Fig. 1: run 1, floorplan with the power grid
Bar = 20 µm. Pins as bars on the die edge. Tap cells in grey.
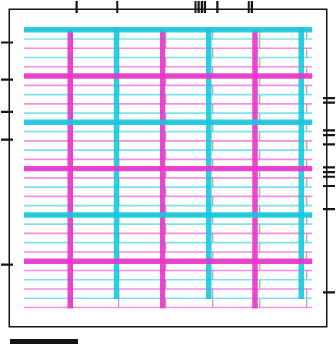
Fig. 2: run 1, placement by cell class
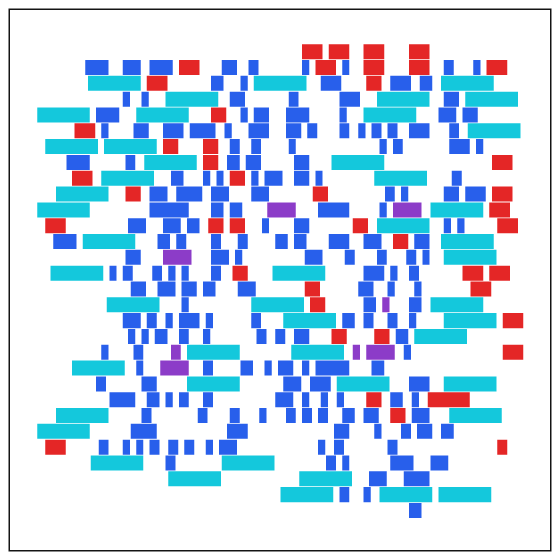
Fig. 3: run 1, clock distribution
Bar = 20 µm.
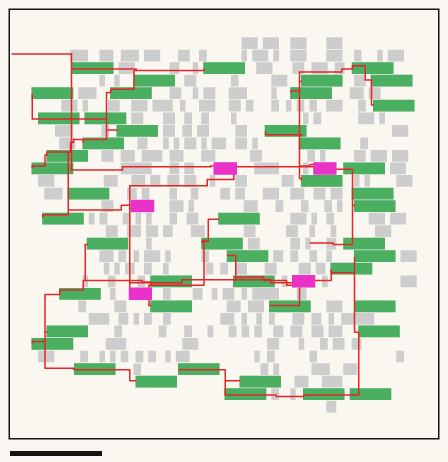
$ cat src/rtl/vcdl_delay_servo.sv
// rtl/vcdl_delay_servo.sv - VCDL calibration servo: 32-tap edge scan, offset apply, manual load pass-through
module vcdl_delay_servo #(
  parameter int SETTLE_CYCLES = 16,
  parameter int SAMPLES       = 64,
  parameter int OFFSET        = 0
) (
  input  logic       clk_i,
  input  logic       rst_n_i,
  input  logic       start_i,
  input  logic [4:0] manual_delay_i,
  input  logic       manual_ld_i,
  input  logic       vcdl_fb_q_i,
  output logic [4:0] delay_o,
  output logic       delay_ld_o,
  output logic       busy_o,
  output logic       done_o,
  output logic       locked_o,
  output logic       fail_o,
  output logic [4:0] edge_tap_o
);

  localparam int OW   = $clog2(SAMPLES) + 1;
  localparam int CMAX = (SETTLE_CYCLES > SAMPLES) ? SETTLE_CYCLES : SAMPLES;
  localparam int CW   = $clog2(CMAX) + 1;

  localparam logic [OW-1:0] HI_TH       = OW'(SAMPLES - SAMPLES / 4);
  localparam logic [OW-1:0] LO_TH       = OW'(SAMPLES / 4);
  localparam logic [CW-1:0] SETTLE_LAST = CW'(SETTLE_CYCLES - 1);
  localparam logic [CW-1:0] SAMPLE_LAST = CW'(SAMPLES - 1);
  localparam logic [5:0]    OFF6        = 6'(OFFSET);

  typedef enum logic [2:0] {
    S_IDLE, S_LOAD, S_SETTLE, S_SAMPLE, S_EVAL, S_APPLY, S_DONE
  } state_e;

  typedef enum logic [1:0] {C_NONE, C_LOW, C_HIGH, C_AMBIG} class_e;

  state_e        state_q;
  class_e        last_class_q;
  class_e        tap_class;
  logic [4:0]    tap_q;
  logic [4:0]    held_q;
  logic [CW-1:0] cnt_q;
  logic [OW-1:0] ones_q;
  logic          success_q;
  logic          fb_meta_q, fb_sync_q;
  logic [4:0]    delay_q;
  logic          delay_ld_q, busy_q, done_q, locked_q, fail_q;
  logic [4:0]    edge_tap_q;
  logic [5:0]    edge_sum;
  logic [4:0]    edge_target;

  always_ff @(posedge clk_i or negedge rst_n_i) begin
    if (!rst_n_i) begin
      fb_meta_q <= 1'b0;
      fb_sync_q <= 1'b0;
    end else begin
      fb_meta_q <= vcdl_fb_q_i;
      fb_sync_q <= fb_meta_q;
    end
  end

  always_comb begin
    tap_class = C_AMBIG;
    if (ones_q >= HI_TH)      tap_class = C_HIGH;
    else if (ones_q <= LO_TH) tap_class = C_LOW;
  end

  assign edge_sum    = {1'b0, tap_q} + OFF6;
  assign edge_target = edge_sum[5] ? 5'd31 : edge_sum[4:0];

  always_ff @(posedge clk_i or negedge rst_n_i) begin
    if (!rst_n_i) begin
      state_q      <= S_IDLE;
      last_class_q <= C_NONE;
      tap_q        <= '0;
      held_q       <= '0;
      cnt_q        <= '0;
      ones_q       <= '0;
      success_q    <= 1'b0;
      delay_q      <= '0;
      delay_ld_q   <= 1'b0;
      busy_q       <= 1'b0;
      done_q       <= 1'b0;
      locked_q     <= 1'b0;
      fail_q       <= 1'b0;
      edge_tap_q   <= '0;
    end else begin
      delay_ld_q <= 1'b0;
      done_q     <= 1'b0;
      case (state_q)
        S_IDLE: begin
          // A request in the cycle right after a strobe waits, keeping strobes single-cycle.
          if (!delay_ld_q) begin
            if (manual_ld_i) begin
              delay_q    <= manual_delay_i;
              delay_ld_q <= 1'b1;
              held_q     <= manual_delay_i;
              locked_q   <= 1'b0;
              fail_q     <= 1'b0;
            end else if (start_i) begin
              tap_q        <= '0;
              last_class_q <= C_NONE;
              locked_q     <= 1'b0;
              fail_q       <= 1'b0;
              delay_q      <= '0;
              delay_ld_q   <= 1'b1;
              busy_q       <= 1'b1;
              state_q      <= S_LOAD;
            end
          end
        end
        S_LOAD: begin
          cnt_q   <= '0;
          ones_q  <= '0;
          state_q <= S_SETTLE;
        end
        S_SETTLE: begin
          if (cnt_q == SETTLE_LAST) begin
            cnt_q   <= '0;
            state_q <= S_SAMPLE;
          end else begin
            cnt_q <= cnt_q + CW'(1);
          end
        end
        S_SAMPLE: begin
          ones_q <= ones_q + {{(OW-1){1'b0}}, fb_sync_q};
          if (cnt_q == SAMPLE_LAST) state_q <= S_EVAL;
          else                      cnt_q   <= cnt_q + CW'(1);
        end
        S_EVAL: begin
          if (tap_class == C_HIGH && last_class_q == C_LOW) begin
            edge_tap_q <= tap_q;
            success_q  <= 1'b1;
            delay_q    <= edge_target;
            delay_ld_q <= 1'b1;
            state_q    <= S_APPLY;
          end else begin
            if (tap_class != C_AMBIG) last_class_q <= tap_class;
            delay_ld_q <= 1'b1;
            if (tap_q == 5'd31) begin
              success_q <= 1'b0;
              delay_q   <= held_q;
              state_q   <= S_APPLY;
            end else begin
              tap_q   <= tap_q + 5'd1;
              delay_q <= tap_q + 5'd1;
              state_q <= S_LOAD;
            end
          end
        end
        S_APPLY: begin
          if (success_q) held_q <= delay_q;
          busy_q   <= 1'b0;
          done_q   <= 1'b1;
          locked_q <= success_q;
          fail_q   <= !success_q;
          state_q  <= S_DONE;
        end
        S_DONE:  state_q <= S_IDLE;
        default: state_q <= S_IDLE;
      endcase
    end
  end

  assign delay_o    = delay_q;
  assign delay_ld_o = delay_ld_q;
  assign busy_o     = busy_q;
  assign done_o     = done_q;
  assign locked_o   = locked_q;
  assign fail_o     = fail_q;
  assign edge_tap_o = edge_tap_q;

endmodule

$ cat config.mk
export PLATFORM = sky130hd
export DESIGN_NAME = vcdl_delay_servo
export DESIGN_NICKNAME = d
export VERILOG_FILES = /design/src/rtl/vcdl_delay_servo.sv
export SDC_FILE = /design/constraint.sdc
export NUM_CORES = 1
export LEC_CHECK = 0
export CELL_PAD_IN_SITES_DETAIL_PLACEMENT = 1
export CELL_PAD_IN_SITES_GLOBAL_PLACEMENT = 1
export CORE_MARGIN = 4
export CORE_UTILIZATION = 35
export CTS_CLUSTER_SIZE = 20
export DETAILED_ROUTE_END_ITERATION = 6
export HOLD_SLACK_MARGIN = 0.03
export PLACE_DENSITY_LB_ADDON = 0.2
export SYNTH_ARGS = -nofsm -noshare
export SYNTH_HDL_FRONTEND = slang
export SYNTH_SLANG_ARGS = --single-unit
$ cat constraint.sdc
create_clock -name clk_i -period 2.06 [get_ports clk_i]
set_input_delay 0.412 -clock clk_i [delete_from_list [all_inputs] [get_ports clk_i]]
set_output_delay 0.412 -clock clk_i [all_outputs]
set_load 0.05 [all_outputs]
==> Changelog: implementation, run 1 <==
### Metrics

- Crit path depth: 1
- Layout cells sized above 1: 14.6%
- Final Max Slew Viols: 0
- Critical Path Max Stage Delay: 840 ps
- Seq group: 1.06 mW
- Num CTS Buffers: 5
- Reg2Reg Depth: 6
- Port Buf Inserts: 24
- Fa+ha+maj area frac: 2.48%
- Well Taps: 96
- Nets: 316
- Initial DRC count: 138
- DRT Wirelength: 6360 µm
- Register area share after synthesis: 46.7%
- MUX share of area: 6.26%
- Worst R2R End: tap_q[3]
- Worst setup EP type: primary output
- Non-clk bufs: 44
- Number of enable flip-flop cells: 0
- Final hold violations: 0
- Status: complete, no violations
- # fillers: 820
- GR Layer Usage met1: 24.5%
- Top Layout Cells: dfrtp_1, nand2_1, clkdlybuf4s50_1, buf_4, a21oi_1
- R2R setup slack: 100 ps
- Total design power: 1.82 mW
- First-pass GRT wire length: 11100 µm
- Invs w/o clock: 10
- Top power group: sequential cells
- Die area: 8620 µm²
- Htree depth: 2
- Post-Route Setup TNS: 0 ps
- Mapped Cells: 260
- CLK BUF: 7
- Max-area cell share: 46.7%
- Met2 Resource Use GR: 22.9%
- Max-cap violation count: 0
- Yosys Chip Area: 2520 µm²
-- Fig. 1 (at the start) --
Key: VDD = cyan; VSS = magenta
6 straps on met5. The core has 30 rows. 96 tap cells. 31 met1 rails follow the rows. 25 signal pins sit on the boundary.
DIE HEIGHT: 92.9 µm
core area: 6910 µm²
Die X: 92.9 µm
VDD IR max: 0.349 mV

-- Fig. 2 (at the start) --
Key: clock drivers and dummy loads = purple [cells 8]; remaining buffers and delay cells = red [cells 44]; combinational and other logic = blue [cells 203]; sequential cells = cyan [cells 47]
Seq area share: 38.3%
post-layout util: 44.4%
final instance area: 3070 µm²
Std-Cell Rows: 30

-- Fig. 3 (at the start) --
Key: clock drivers = magenta [count 5]; clock wires = red [length 652 µm]; flip-flops = green [count 47]
There are 6 routed clock nets.

run 1: sequential cells by signal (all words and copies together) (netlist names):
register	flops
delay_ld_o	1
delay_o	5
tap_q	5
fail_o	1
fb_meta_q	1
cnt_q	7
edge_tap_o	5
held_q	5
fb_sync_q	1
state_q	3
ones_q	7
busy_o	1
success_q	1
last_class_q	2
locked_o	1
done_o	1
run 1: stage by stage:
stage	instances	hold slack, ps	utilization (%)	worst slack (ps)
global route	398	93.8	44.4	3.29
finish	398	77.7	44.4	81.3
floorplan	260	116	-	116
global placement	390	340	43.2	63.8
CTS	398	84.9	44.4	50.6
detailed placement	390	343	43.2	5.41
run 1: repair_timing:
action,4_1_cts,5_1_grt
gates resized,0,1
endpoints found under the hold margin,0,0
endpoints found under the setup margin,0,1
setup buffers,0,0
--- run 2 (diff from run 1) ---
--- a/config.mk
+++ b/config.mk
@@ -8,10 +8,9 @@
 export CELL_PAD_IN_SITES_DETAIL_PLACEMENT = 1
 export CELL_PAD_IN_SITES_GLOBAL_PLACEMENT = 1
 export CORE_MARGIN = 4
-export CORE_UTILIZATION = 35
+export CORE_UTILIZATION = 40
 export CTS_CLUSTER_SIZE = 20
 export DETAILED_ROUTE_END_ITERATION = 6
-export HOLD_SLACK_MARGIN = 0.03
 export PLACE_DENSITY_LB_ADDON = 0.2
 export SYNTH_ARGS = -nofsm -noshare
 export SYNTH_HDL_FRONTEND = slang
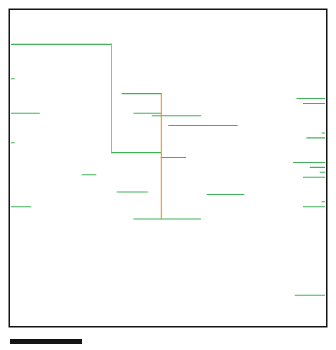
Fig. 4. Wiring by layer (run 2).
Bar = 20 µm. Only two layers are drawn.
Key: metal 4 = orange [wire length 64.6 µm]; metal 3 = green [wire length 206 µm]
via count: 2147
routed len/inst: 17.1 µm
DRT Wirelength: 6420 µm
global-route usage over all layers: 18.4%

==> Changelog: implementation, run 2 <==
### Metrics

- Pre-CTS setup slack: -81.1 ps
- HPWL Detailed: 4770 µm
- Non-clk bufs: 43
- CTS tree: built
- Port Buf Inserts: 24
- VDD IR max: 0.377 mV
- Invs w/o clock: 10
- Seq area share: 38.1%
- Post-Route Setup TNS: 0 ps
- Int Power: 1.57 mW
- Well Taps: 75
- Slew @ Worst Pin: 524 ps
- Number of enable flip-flop cells: 0
- Max-area cell share: 46.7%
- Critical Path Max Stage Delay: 830 ps
- CLK BUF: 6
- Max-cap violation count: 0
- Post-CTS Resized: 0
- Htree depth: 2
- Die X: 87.4 µm
- Top Layout Cells: dfrtp_1, nand2_1, clkdlybuf4s50_1, buf_4
- Fin cells: 376
- Die area: 7630 µm²
- Final hold slack: 72.8 ps
- Post-layout util: 51.2%
- Nets: 315
- Top Registers: cnt_q x7, ones_q x7
- Final Max Slew Viols: 0
- Register area share after synthesis: 46.7%
- First-pass GRT wire length: 11100 µm
- Stage-log warning count: 26
- Core area: 6030 µm²
- Met2 Resource Use GR: 28.8%
- PnR worst setup slack: 76.6 ps
- Num CTS Buffers: 5
- Layout cells sized above 1: 14.6%
- DIE HEIGHT: 87.4 µm
- MI comb area: 1260 µm²
- Static leakage: 1.40 nW
- Status: complete, no violations
- Setup bufs post-CTS: 0
- # placed instances: 368
- Final hold violations: 0
- Std-Cell Rows: 28
- Final instance area: 3090 µm²
- # fillers: 683
- Total design power: 2.08 mW
- Yosys Chip Area: 2520 µm²
- Worst setup EP type: primary output
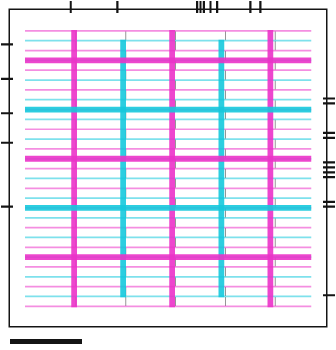
Fig. 5. Floorplan with the power grid (run 2).
Bar = 20 µm. Pins as bars on the die edge. Tap cells in grey.
Key: VDD = cyan; VSS = magenta
5 straps on met4. 5 straps on met5.

run 2: cell counts after synthesis:
Identical to the previous run, type by type.
run 2: path summary, 6_finish.rpt:
check / start / end / slack [ps] / cells past startpoint
setup / recovery: delay_ld_o / delay_ld_o / 80 / 1
hold / removal: rst_n_i / delay_o[4] / 70 / 1
setup reg to reg: tap_q[0] / tap_q[3] / 160 / 6
hold reg to reg: fb_meta_q / fb_sync_q / 360 / 0
max in group asynchronous: rst_n_i / tap_q[3] / 1470 / 2
min in group clk_i: fb_meta_q / fb_sync_q / 360 / 0
run 2: cells by family after synthesis:
group / share of synthesized area (%)
AND-OR/OR-AND: 22.5
XOR/XNOR: 0.695
multiplexers: 6.26
AND/OR/NAND/NOR: 17.8
buffers and inverters: 3.58
adder cells (fa/ha/maj): 2.48
flip-flops: 46.7
No activity file was given, so power comes from the tool's default toggle rates.
